Design hazard_ctrl, sky130hd; sources not shown.
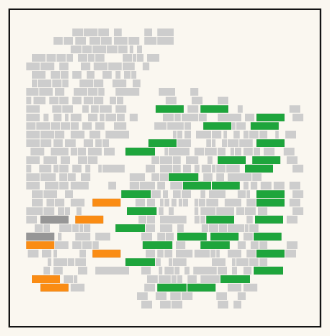
run_1/registers.png
name in the netlist	color	placed flops
`stall_cnt`	green	32
`md_cnt_q`	orange	6
Seq area share: 22.7%
final core utilization: 56.1%

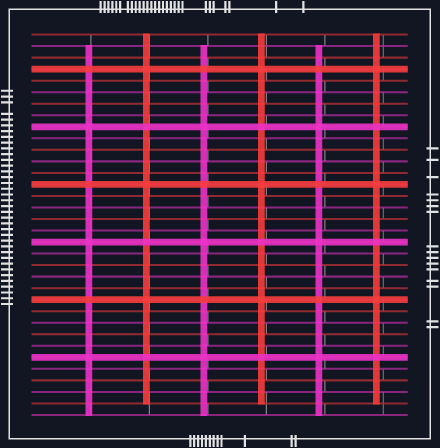
run_1/pdn.png
Pins as bars on the die edge. Tap cells in gray.
net	color
VSS	magenta
VDD	red
signal pins	93
rows	33
met4 straps	6
met1 rails	34
met5 straps	6
Die W: 99 um
peak supply drop: 0.485 mV
Core Area: 0.00797 mm2
Die Y: 101 um

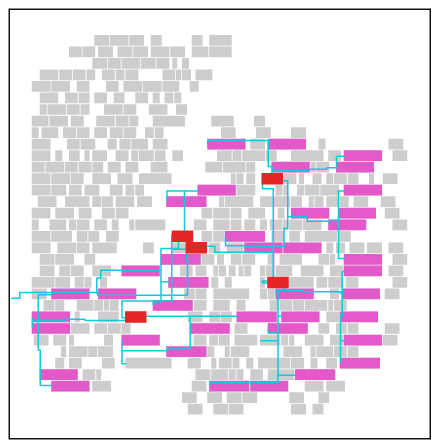
run_1/clock_map.png
[flip-flops] magenta | count: 40
[cells driving clock nets] red | count: 5
[clock wires] cyan | length: 532 um
routed clock nets	6
Clock Latency Late Sink: 0.30 ns
Worst Skew: 0.0147 ns
Clk pwr share: 26.7%
Clock net power: 710 uW

==> CHANGELOG.md, run 1 <==
### Metrics

* GP Congestion at 0.900
* Largest net degree at the start of global routing at 45
* Syn_nets at 329
* Number of global-route vias before repair at 2491
* Synth warn at 0
* Filler Cells Inserted at 674
* Yosys cell types at 46
* Reg2Reg Depth at 6
* First-pass GRT wire length at 11800 um
* Synth-to-Final Area Change at 60.5%
* Cell area leaders: dfrtp_1, xor2_1, xnor2_1, nand3_1, nor3_1
* Gr usage total at 14.2%
* Drt drc at 0
* Asr flop ratio synth at 100%
* Registers, synthesis at 40
* Wire length per cell at 15.7 um
* TritonRoute pass-1 iters at 4
* Minimum clock period at 1.99 ns
* Hold WC Path Type: input pin to asynchronous set/reset pin
* Clock Sinks at 40
* Critical path endpoint category: register
* Lkg Pwr at 2.03 nW
* Depth of the CTS H-tree at 2
* R2r setup slk at 0.01 ns
* Finished Cell Area at 0.00447 mm2
* Placed Area at 0.00383 mm2
* Crit path DAT at 2.16 ns
* # rows at 33
* Top logic cells by instance count in the layout: clkdlybuf4s50_1, xor2_1, xnor2_1
* MaxCap Viol Count at 0
* Crit path max-delay family: simple AND/OR/NAND/NOR gates
* Cell Chain, Critical Path: and3_4 > nand4_4 > or3_4 > buf_8 > nor3b_4 > mux2_4
* Final worst-path setup slack at 0.0125 ns
* CP startpoint kind: register
* Setup Viol. Count Final at 0
* Combinational gate area at 0.00186 mm2
* Port Buffers at 87
* Pre-CTS setup slack at -1.83 ns
* RSZ-0062 raised after global routing: true
* Worst slew pin tran at 1.00 ns
* Outcome: finished, final reports clean
* Largest register FFs at 32
* # IOs at 93
* Pins over their slew limit at 0
* Fin crit share at 99.4%
* Ys flop type: dfrtp_1
* HPWL Detailed at 5550 um
* FMAX at 0.503 GHz
* Post-synth EDFFs at 0
* Clock transition at the registers of the reported paths at 0.09 ns
* Pwr dens at 595 mW/mm2
* FP Util at 34.9%
* Tally of OpenROAD warnings at 29
* Kind of critical path: register to register
* Slowest CP cell: or3_4
* Total Wirelength at 8000 um
* Slowest stage delay, CP at 0.43 ns
* Die area at 0.0100 mm2
* Final ANT Viol Nets at 0
* Post-synth top cells: dfrtp_1, xor2_1, xnor2_1, nand3_1, nor3_1
* CTS max path bufs at 2
* Synthesized instance count at 277
* Post-route setup TNS at 0 ns
* First DRT Iteration DRCs at 47
* Register area at 0.00102 mm2
* Count leader, synth: dfrtp_1
* Layout cells sized above 1 at 33.5%
* Final hold viol count at 0
* TritonCTS clock tree: built
* Layout Nets at 457
* Overall Power at 2.66 mW
* Ant diodes at 0
* Area leader, netlist: dfrtp_1
* Root buffer cell: clkbuf_8
* Slew HR at 32.7%
* GR Overflow Total at 0
## run 1: per-layer routing
| layer | GRT usage [%] | wire [um] | vias to the layer above |
|---|---|---|---|
| li1 | - | - | 1223 |
| met2 | 24.8 | 4180 | 79 |
| met5 | 0 | 0 | - |
| met1 | 17.9 | 3240 | 1214 |
| met4 | 3.15 | 133 | 0 |
| met3 | 3.32 | 447 | 18 |
## run 1: report_power, final
group / internal (mW) / total (mW) / switching (mW) / leakage, nW
registers: 0.892 / 1.00 / 0.110 / 0.487
logic: 0.409 / 0.947 / 0.538 / 1.49
clock network: 0.408 / 0.710 / 0.302 / 0.0614
total: 1.71 / 2.66 / 0.950 / 2.03
## run 1: worst register-to-register path: cells and delay by family (launching register included)
family	cells	cell delay, ns
AND/OR/NAND/NOR	4	1.01
buffers and inverters	1	0.14
flip-flops	1	0.40
multiplexers	1	0.32
## run 1: area by class of cell
class,count,share of cell area [%]
multi-input cells,217,41.7
inverters,7,0.728
well taps,105,2.94
repair inverters,2,0.224
clock inverters,2,0.868
repair buffers,119,26.1
plain buffers,13,2.86
flip-flops and latches,40,22.7
clock buffers,6,1.85
## run 1: kinds of logic after synthesis
kind of cell / after synthesis / share of synthesized area, %
xor gates and xnor gates: 72 / 22.7
muxes: 4 / 2.02
AOI/OAI and AO/OA: 14 / 3.64
DFF: 40 / 36.0
buffers and inverters: 20 / 4.67
and+or+nand+nor: 124 / 29.7
adders and majority gates: 3 / 1.35
## run 1: stage by stage
| step | std cells | hold WS [ns] |
|---|---|---|
| floorplan | 277 | 0.192 |
| global placement | 469 | 0.442 |
| detailed placement | 469 | 0.452 |
| CTS | 477 | 0.471 |
| global route | 511 | 0.0650 |
| finish | 511 | 0.00730 |
run_1/cell_classes.png
Bar = 20 um.
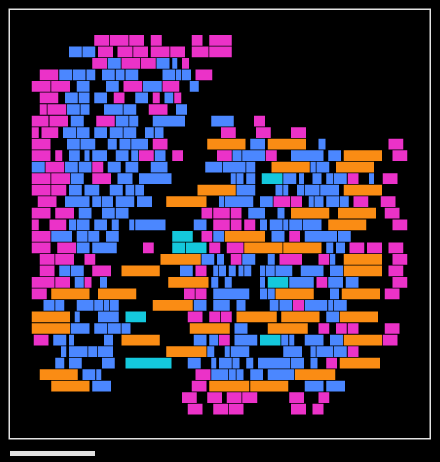

--- run 2 (diff from run 1) ---
--- a/config.mk
+++ b/config.mk
@@ -5,12 +5,12 @@
 export SDC_FILE = /design/constraint.sdc
 export NUM_CORES = 1
 export LEC_CHECK = 0
-export CORE_AREA = 5 5 94 96
+export CORE_AREA = 5 5 90 92
 export CTS_CLUSTER_DIAMETER = 40
 export DETAILED_ROUTE_END_ITERATION = 10
-export DIE_AREA = 0 0 99 101
+export DIE_AREA = 0 0 95 97
 export GPL_TIMING_DRIVEN = 0
-export PLACE_DENSITY = 0.76
+export PLACE_DENSITY = 0.82
 export SKIP_CTS_REPAIR_TIMING = 1
 export SLEW_MARGIN = 5
 export SYNTH_ARGS = -nofsm -noshare
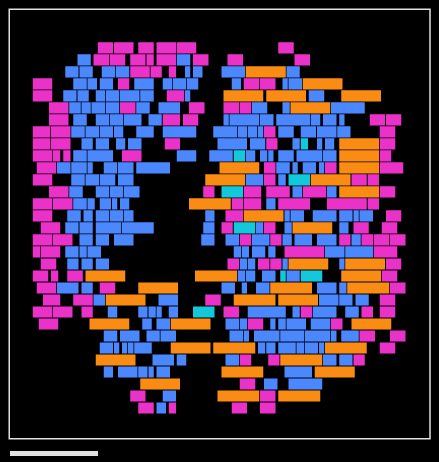
run_2/cell_classes.png
Bar = 20 um.
class	color	cells	share of their area
other buffers and delay cells	magenta	127	30%
all other logic	blue	226	45%
clock drivers and dummy loads	cyan	8	1.9%
flip-flops	orange	40	23%
Seq area share: 22.5%
final core utilization: 63.1%
# rows: 31

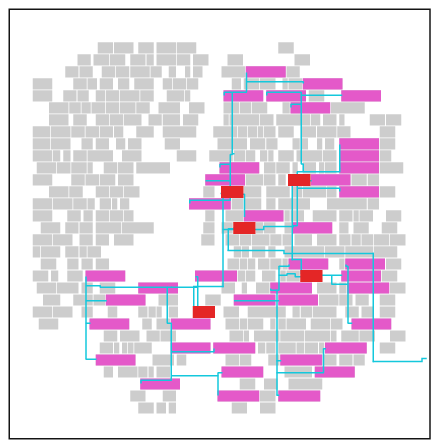
run_2/clock_map.png
[cells driving clock nets] red | count: 5
[flip-flops] magenta | count: 40
[clock wires] cyan | length: 534 um
routed clock nets	6
Worst Skew: 0.00762 ns
Clock net power: 536 uW
Clk pwr share: 21.4%

==> run 2 against run 1 <==
Against the previous run:
- the run now ends with setup timing left
- sequential cell count did not move
- die area fell by 7.8%
- non-clock buffer count fell by 5
- via count rose by 0.79%
- final area rose by 0.84%
- critical path type unchanged
- critical endpoint is now stall_cnt[11]
==> CHANGELOG.md, run 2 <==
### Metrics

* Outcome: finished with violations
* Violated checks: setup timing
* Yosys cell types at 46
* Depth of the CTS H-tree at 2
* Minimum clock period at 2.03 ns
* GP Congestion at 0.825
* Clock Latency Late Sink at 0.30 ns
* Register area at 0.00101 mm2
* Die W at 95 um
* Slew HR at 28.9%
* Synth warn at 0
* Lkg Pwr at 2.05 nW
* Filler Cells Inserted at 547
* Post-Synth XOR/XNOR Area at 22.7%
* Top logic cells by instance count in the layout: clkdlybuf4s50_1, xor2_1, xnor2_1
* Reg2Reg Depth at 7
* Ao+oa area frac at 3.64%
* Tally of OpenROAD warnings at 29
* Final ANT Viol Nets at 0
* Die Y at 97 um
* Largest net degree at the start of global routing at 45
* Post-synth top cells: dfrtp_1, xor2_1, xnor2_1, nand3_1, nor3_1
* Met2 Use GR at 26.6%
* Root buffer cell: clkbuf_8
* Number of global-route vias before repair at 2521
* Drt drc at 0
* Clock Sinks at 40
* Pins over their slew limit at 0
* Peak supply drop at 0.308 mV
* Critical path endpoint category: register
* Core Area at 0.00714 mm2
* Post-synth EDFFs at 0
* Setup Viol. Count Final at 16
* TritonRoute pass-1 iters at 4
* Area fraction in mux cells at 2.02%
* RSZ-0062 raised after global routing: true
* Synth-to-Final Area Change at 61.9%
* FMAX at 0.492 GHz
* Crit path DAT at 2.20 ns
* Cell Chain, Critical Path: and4_4 > nand4_1 > nor3_4 > and3_4 > clkbuf_16 > nor4_2 > xor2_1
* Area leader, netlist: dfrtp_1
* Finished Cell Area at 0.00451 mm2
* Fin crit share at 102%
* Registers, synthesis at 40
* Layout Nets at 452
* Hold WC Path Type: input pin to asynchronous set/reset pin
* First DRT Iteration DRCs at 79
* Combinational gate area at 0.00194 mm2
* Final hold slack at 0.139 ns
* HPWL Detailed at 5590 um
* Wire length per cell at 16.5 um
* Met3 usage at 3.18%
* Kind of critical path: register to register
* Clock transition at the registers of the reported paths at 0.08 ns
* Final hold viol count at 0
* # IOs at 93
* Slowest CP cell: dfrtp_2
* Final worst-path setup slack at -0.0308 ns
* Gr usage total at 15.2%
* Largest register FFs at 32
* Slowest stage delay, CP at 0.39 ns
* Asr flop ratio synth at 100%
* GR Overflow Total at 0
* Port Buffers at 87
* Total Wirelength at 8260 um
* Ys flop type: dfrtp_1
* Simple-Gate Area Share at 29.7%
* Worst slew pin tran at 1.06 ns
* Placed Area at 0.00383 mm2
* FP Util at 39.0%
run 2: routing by layer:
| metal | wire [um] | up-vias | share of wire, % |
|---|---|---|---|
| met3 | 433 | 17 | 5.2 |
| met5 | 0 | - | 0 |
| li1 | - | 1216 | - |
| met4 | 157 | 0 | 1.9 |
| met1 | 3160 | 1238 | 38 |
| met2 | 4510 | 83 | 55 |
run 2: cell families after synthesis:
group	count (synthesis)
and+or+nand+nor	124
xor gates and xnor gates	72
DFF	40
buffers and inverters	20
AOI/OAI and AO/OA	14
muxes	4
adders and majority gates	3
run 2: cell type report:
cell class	instances	share of cell area, %
repair inverters	2	0.222
repair buffers	114	25.9
inverters	7	0.722
multi-input cells	217	43.0
clock inverters	2	0.278
well taps	99	2.75
flip-flops and latches	40	22.5
clock buffers	6	1.61
plain buffers	13	3.03
run 2: critical path: cells and delay by family, from the launching register on:
family        cells  cell delay (ns)
buf+inv           1             0.18
xor+xnor          1             0.14
simple gates      5             1.19
flops             1             0.39
run 2: where the power goes:
part	switching [mW]	internal (mW)
registers	0.102	0.892
logic	0.561	0.410
clock network	0.292	0.244
total	0.955	1.55
run 2: stage by stage:
step	setup TNS (ns)	utilization [%]	power (mW)	std cells
2_1_floorplan	-5.32	-	1.53	277
3_3_place_gp	-39.28	53.6	1.84	463
3_5_place_dp	-41.09	53.6	1.87	463
4_1_cts	-31.30	54.8	2.39	471
5_1_grt	-2.28	63.1	2.60	500
6_report	-0.249	63.1	2.50	500
No activity file was given, so power comes from the tool's default toggle rates.
